[src/rtl/lbls_tot_event_packer.sv]
// Packs the 12-channel LBLS ToT snapshot into 5-word records (header, timestamp, 3 data words) and streams them from an internal FIFO.
// Build option: define LBLS_TOT_ZERO_SUPPRESS_EN to discard events whose hit bitmap is all zero.
module lbls_tot_event_packer #(
    parameter int FIFO_DEPTH_LOG2    = 6,
    parameter int DROP_COUNTER_WIDTH = 16
) (
    input  logic                          clock,
    input  logic                          reset,
    input  logic                          trigger_active,
    input  logic [7:0]                    tot1,
    input  logic [7:0]                    tot2,
    input  logic [7:0]                    tot3,
    input  logic [7:0]                    tot4,
    input  logic [7:0]                    tot5,
    input  logic [7:0]                    tot6,
    input  logic [7:0]                    tot7,
    input  logic [7:0]                    tot8,
    input  logic [7:0]                    tot9,
    input  logic [7:0]                    tot10,
    input  logic [7:0]                    tot11,
    input  logic [7:0]                    tot12,
    input  logic                          clear_counters,
    output logic [31:0]                   out_data,
    output logic                          out_valid,
    input  logic                          out_ready,
    output logic [FIFO_DEPTH_LOG2:0]      fifo_words,
    output logic [DROP_COUNTER_WIDTH-1:0] dropped_events,
    output logic                          busy
);

    localparam int CW    = FIFO_DEPTH_LOG2 + 1;
    localparam int DEPTH = 1 << FIFO_DEPTH_LOG2;
    localparam logic [CW-1:0] DEPTH_W   = CW'(DEPTH);
    localparam logic [CW-1:0] REC_WORDS = CW'(5);
    localparam logic [DROP_COUNTER_WIDTH-1:0] DROP_MAX = {DROP_COUNTER_WIDTH{1'b1}};

    typedef enum logic [2:0] {
        ST_IDLE = 3'd0,
        ST_SNAP = 3'd1,
        ST_HDR  = 3'd2,
        ST_TS   = 3'd3,
        ST_D0   = 3'd4,
        ST_D1   = 3'd5,
        ST_D2   = 3'd6
    } state_t;

    function automatic logic [11:0] hit_map(input logic [95:0] tots);
        logic [11:0] m;
        for (int i = 0; i < 12; i++) begin
            m[i] = (tots[8*i +: 8] != 8'h00);
        end
        return m;
    endfunction

    state_t                        state_r;
    logic                          busy_r;
    logic                          prev_trig_r;
    logic [31:0]                   timestamp_r;
    logic [31:0]                   ts_lat_r;
    logic [7:0]                    evn_r;
    logic [7:0]                    evn_lat_r;
    logic [11:0]                   bitmap_r;
    logic [95:0]                   tot_r;
    logic [DROP_COUNTER_WIDTH-1:0] dropped_r;

    logic [31:0]                mem_r [DEPTH];
    logic [FIFO_DEPTH_LOG2-1:0] wr_ptr_r;
    logic [FIFO_DEPTH_LOG2-1:0] rd_ptr_r;
    logic [CW-1:0]              mem_count_r;
    logic [CW-1:0]              fifo_words_r;
    logic                       out_valid_r;
    logic [31:0]                out_data_r;

    logic [95:0] tot_all_s;
    logic [11:0] snap_map_s;
    logic        fall_s;
    logic        room_s;
    logic        zero_skip_s;
    logic        evn_inc_s;
    logic        drop_inc_s;
    logic        wr_en_s;
    logic [31:0] wr_data_s;
    logic        pop_s;
    logic        xfer_s;

    assign tot_all_s  = {tot12, tot11, tot10, tot9, tot8, tot7, tot6, tot5, tot4, tot3, tot2, tot1};
    assign snap_map_s = hit_map(tot_all_s);
    assign fall_s     = prev_trig_r & ~trigger_active;
    // Room is judged on current occupancy only; a read in the same cycle is not credited.
    assign room_s     = ((DEPTH_W - fifo_words_r) >= REC_WORDS);
    assign pop_s      = (mem_count_r != CW'(0)) && (!out_valid_r || out_ready);
    assign xfer_s     = out_valid_r & out_ready;

`ifdef LBLS_TOT_ZERO_SUPPRESS_EN
    assign zero_skip_s = (snap_map_s == 12'h000);
`else
    assign zero_skip_s = 1'b0;
`endif

    // Event-number and drop-counter increments for this cycle.
    always_comb begin
        evn_inc_s  = 1'b0;
        drop_inc_s = 1'b0;
        if (state_r == ST_SNAP) begin
            evn_inc_s  = 1'b1;
            drop_inc_s = !zero_skip_s && !room_s;
        end else if ((state_r != ST_IDLE) && fall_s) begin
            evn_inc_s  = 1'b1;
            drop_inc_s = 1'b1;
        end else begin
            evn_inc_s  = 1'b0;
            drop_inc_s = 1'b0;
        end
    end

    // Record word selected by the writing states.
    always_comb begin
        wr_en_s   = 1'b0;
        wr_data_s = 32'h0000_0000;
        case (state_r)
            ST_HDR: begin
                wr_en_s   = 1'b1;
                wr_data_s = {8'hEB, evn_lat_r, 4'h0, bitmap_r};
            end
            ST_TS: begin
                wr_en_s   = 1'b1;
                wr_data_s = ts_lat_r;
            end
            ST_D0: begin
                wr_en_s   = 1'b1;
                wr_data_s = tot_r[31:0];
            end
            ST_D1: begin
                wr_en_s   = 1'b1;
                wr_data_s = tot_r[63:32];
            end
            ST_D2: begin
                wr_en_s   = 1'b1;
                wr_data_s = tot_r[95:64];
            end
            default: begin
                wr_en_s   = 1'b0;
                wr_data_s = 32'h0000_0000;
            end
        endcase
    end

    // Free-running timestamp, event number and saturating drop counter.
    always_ff @(posedge clock) begin
        if (reset || clear_counters) begin
            timestamp_r <= 32'd0;
            evn_r       <= 8'd0;
            dropped_r   <= {DROP_COUNTER_WIDTH{1'b0}};
        end else begin
            timestamp_r <= timestamp_r + 32'd1;
            evn_r       <= evn_r + {7'd0, evn_inc_s};
            if (drop_inc_s && (dropped_r != DROP_MAX)) begin
                dropped_r <= dropped_r + DROP_COUNTER_WIDTH'(1'b1);
            end
        end
    end

    // Packer state machine with trigger-end detection and record latches.
    always_ff @(posedge clock) begin
        if (reset) begin
            state_r     <= ST_IDLE;
            busy_r      <= 1'b0;
            prev_trig_r <= 1'b0;
            ts_lat_r    <= 32'd0;
            evn_lat_r   <= 8'd0;
            bitmap_r    <= 12'h000;
            tot_r       <= 96'd0;
        end else begin
            prev_trig_r <= trigger_active;
            case (state_r)
                ST_IDLE: begin
                    if (fall_s) begin
                        ts_lat_r <= clear_counters ? 32'd0 : timestamp_r;
                        state_r  <= ST_SNAP;
                        busy_r   <= 1'b1;
                    end else begin
                        state_r  <= ST_IDLE;
                        busy_r   <= 1'b0;
                    end
                end
                ST_SNAP: begin
                    tot_r     <= tot_all_s;
                    bitmap_r  <= snap_map_s;
                    evn_lat_r <= evn_r + 8'd1;
                    if (zero_skip_s || !room_s) begin
                        state_r <= ST_IDLE;
                        busy_r  <= 1'b0;
                    end else begin
                        state_r <= ST_HDR;
                        busy_r  <= 1'b1;
                    end
                end
                ST_HDR:  begin state_r <= ST_TS;   busy_r <= 1'b1; end
                ST_TS:   begin state_r <= ST_D0;   busy_r <= 1'b1; end
                ST_D0:   begin state_r <= ST_D1;   busy_r <= 1'b1; end
                ST_D1:   begin state_r <= ST_D2;   busy_r <= 1'b1; end
                ST_D2:   begin state_r <= ST_IDLE; busy_r <= 1'b0; end
                default: begin state_r <= ST_IDLE; busy_r <= 1'b0; end
            endcase
        end
    end

    // FIFO storage array; contents need no reset because pointers gate every read.
    always_ff @(posedge clock) begin
        if (wr_en_s) begin
            mem_r[wr_ptr_r] <= wr_data_s;
        end
    end

    // FIFO pointers and the registered output stage; fifo_words counts the output register too.
    always_ff @(posedge clock) begin
        if (reset) begin
            wr_ptr_r     <= {FIFO_DEPTH_LOG2{1'b0}};
            rd_ptr_r     <= {FIFO_DEPTH_LOG2{1'b0}};
            mem_count_r  <= CW'(0);
            fifo_words_r <= CW'(0);
            out_valid_r  <= 1'b0;
            out_data_r   <= 32'd0;
        end else begin
            if (wr_en_s) begin
                wr_ptr_r <= wr_ptr_r + {{(FIFO_DEPTH_LOG2-1){1'b0}}, 1'b1};
            end
            if (pop_s) begin
                rd_ptr_r    <= rd_ptr_r + {{(FIFO_DEPTH_LOG2-1){1'b0}}, 1'b1};
                out_data_r  <= mem_r[rd_ptr_r];
                out_valid_r <= 1'b1;
            end else if (xfer_s) begin
                out_valid_r <= 1'b0;
            end
            mem_count_r  <= mem_count_r + CW'(wr_en_s) - CW'(pop_s);
            fifo_words_r <= fifo_words_r + CW'(wr_en_s) - CW'(xfer_s);
        end
    end

    assign out_data       = out_data_r;
    assign out_valid      = out_valid_r;
    assign fifo_words     = fifo_words_r;
    assign dropped_events = dropped_r;
    assign busy           = busy_r;

endmodule

[config.mk]
export PLATFORM = sky130hd
export DESIGN_NAME = lbls_tot_event_packer
export DESIGN_NICKNAME = d
export VERILOG_FILES = /design/src/rtl/lbls_tot_event_packer.sv
export SDC_FILE = /design/constraint.sdc
export NUM_CORES = 2
export LEC_CHECK = 0
export CAP_MARGIN = 20
export CELL_PAD_IN_SITES_DETAIL_PLACEMENT = 0
export CELL_PAD_IN_SITES_GLOBAL_PLACEMENT = 1
export CORE_MARGIN = 10
export CORE_UTILIZATION = 50
export DETAILED_ROUTE_END_ITERATION = 7
export DONT_BUFFER_PORTS = 1
export GPL_TIMING_DRIVEN = 0
export PLACE_DENSITY = 0.76
export RECOVER_POWER = 50
export SLEW_MARGIN = 10
export SYNTH_ARGS = -nofsm -noshare
export SYNTH_HDL_FRONTEND = slang
export SYNTH_SLANG_ARGS = --single-unit
[constraint.sdc]
create_clock -name clock -period 3.8 [get_ports clock]
set_input_delay 0.38 -clock clock [delete_from_list [all_inputs] [get_ports clock]]
set_output_delay 0.38 -clock clock [all_outputs]
set_load 0.02 [all_outputs]
Figure 1. Signal wires on met4.
Drawn at 1 px/um.
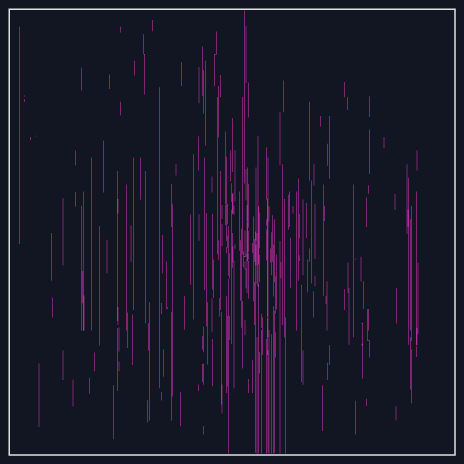
longest straight run	301 um
nets with wire on the layer	167
share of all routed wire	5.4%
Routed WL: 257 mm
Via Count: 50,200

Figure 2. Power grid.
Drawn at 1 px/um. Pins as bars on the die edge.
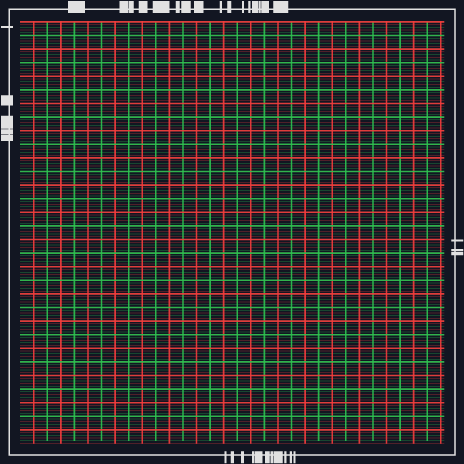
color	net
red	VSS
green	VDD
met1 rails	156
met4 straps	31
Die W: 444 um
core footprint: 179,000 um^2
Die Ht: 444 um
Peak supply drop: 0.540 mV

Figure 3. Local utilization.
Drawn at 0.5 px/um. The die is cut into 22 by 22 equal tiles; white is low, dark blue is high, 0 to 100% covered.
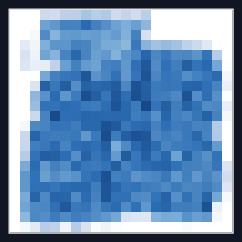
emptiest ninth of the die	top right
mean over tiles	51%
densest ninth of the die	middle
nearly empty tiles	16%
post-layout util: 0.585
FP Util: 0.504

Figure 4. Clock wires, drivers and flops.
Drawn at 1 px/um.
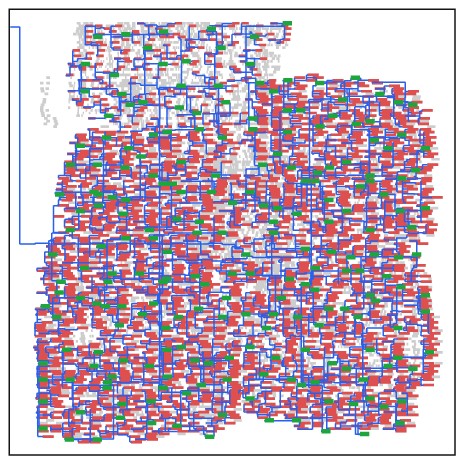
[blue] clock wires | length: 25.3 mm
[green] clock-net drivers | count: 224
[red] flip-flops | count: 2,316
flops lie	widely spread
routed clock nets	225
Late-Pin Clk Latency: 0.89 ns
Clock Power: 22.4 mW
Clk network pwr share: 0.337

Figure 5. Routing congestion map.
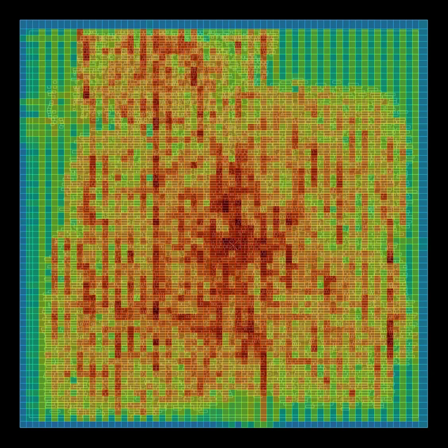
met1 GRT Util: 0.337
met3 Use GR: 0.0520
GRT met2 Usage: 0.412

==> flow_metrics.tcl <==
# metrics dict for downstream scripts
set metrics [dict create \
    status "finished with violations" \
    violations "design-rule violations, max-capacitance violations, max-slew violations, negative setup slack" \
    worst_slack_ns -0.0842 \
    slew_headroom -0.208 \
    reg2reg_depth 9 \
    crit_start "rd_ptr_r[1]" \
    top_regs "mem_r x2048, tot_r x96" \
    regMostFlops "mem_r" \
    ant_nets 0 \
    finalWeightedCongestion 0.915 \
    finalSetupViolCount 3 \
    powerComb_mw 14.4 \
    netlist_area_um2 90000 \
    async_flop_share 0 \
    grt_pass1_vias 49700 \
    yosys_area_um2 90000 \
    fp_nets 5068 \
    final_cells 7965 \
    power_leakage_nw 32.9 \
    whs_endpoint "fifo_words[1]" \
    first_pass_iters 8 \
    grt.total_usage 0.257 \
    yosys.area_share.xor_xnor 0.00739 \
    port_buffers 0 \
    synth.ff_latch_count 2316 \
    worst_hold_slack_ns 0.0843 \
    hold_viol 0 \
    synthAoiAreaFrac 0.0472 \
    cap_viol_max_count 10 \
    drv_slew 292 \
    grt_max_degree 65 \
    cts_max_level 4 \
    layout_top_cell "edfxtp_1" \
    warnings 35 \
    power_frac_comb 0.216 \
    ff_type "edfxtp_1" \
    final_cell_mix "edfxtp_1, mux4_2, nand2_1" \
    worstPathArrival_ns 4.63 \
    nFillCells 13000 \
    required_ns 4.55 \
    finClkSkew_ns 0.0657 \
    pg_seq_mw 29.6 \
    drc 2 \
]
==> layer usage <==
| metal | part of all wire | routed length, um |
|---|---|---|
| met2 | 0.48 | 124000 |
| met5 | 0.00029 | 74 |
| met1 | 0.37 | 95900 |
| met3 | 0.092 | 23700 |
| met4 | 0.054 | 13900 |
==> cell type report <==
type                    count  area share
repair buffers            225      0.0318
flip-flops and latches   2316       0.640
diodes                     25    0.000599
clock buffers             297      0.0588
clock inverters           128      0.0124
plain buffers             305      0.0150
well taps                2355      0.0282
inverters                  38     0.00140
multi-input cells        2276       0.212
==> worst max-delay path, cell delays in order, from the launching register on <==
cell	delay, ns
dfxtp_1	0.34
buf_2	0.28
buf_4	0.36
buf_4	0.32
clkbuf_1	0.83
buf_2	0.53
mux2i_1	0.29
a21oi_1	0.15
nor3_1	0.50
a31oi_1	0.14
==> Yosys cell counts (all sizes together), types with 47 or more instances <==
master,number,area share
clkbuf,157,0.0066
a221o,47,0.0052
nor3,65,0.0036
nand3,48,0.0027
edfxtp,2048,0.68
dfxtp,268,0.060
buf,149,0.011
nand2,277,0.012
nor3b,60,0.0050
mux2i,215,0.024
o22ai,172,0.012
nor2,256,0.011
a21oi,192,0.011
mux4,433,0.11
xor2,55,0.0053
a22oi,75,0.0063
nor4,54,0.0038
==> metrics by stage <==
stage	setup slack, ns	utilization	power (mW)
4_1_cts	0.0000790	0.584	66.7
6_report	-0.0842	0.585	66.4
3_3_place_gp	-2.89	0.520	44.1
3_5_place_dp	-1.05	0.537	44.5
2_1_floorplan	0.461	-	39.0
5_1_grt	-0.0538	0.584	68.3
==> repair_timing <==
item                                    4_1_cts  5_1_grt
hold buffers                                 98        0
setup buffers                                 1       23
endpoints found under the setup margin      199      251
endpoints found under the hold margin       111        0
gates resized                                13        6
pin swaps                                     0       12
Power is estimated from default activity; no workload was simulated.
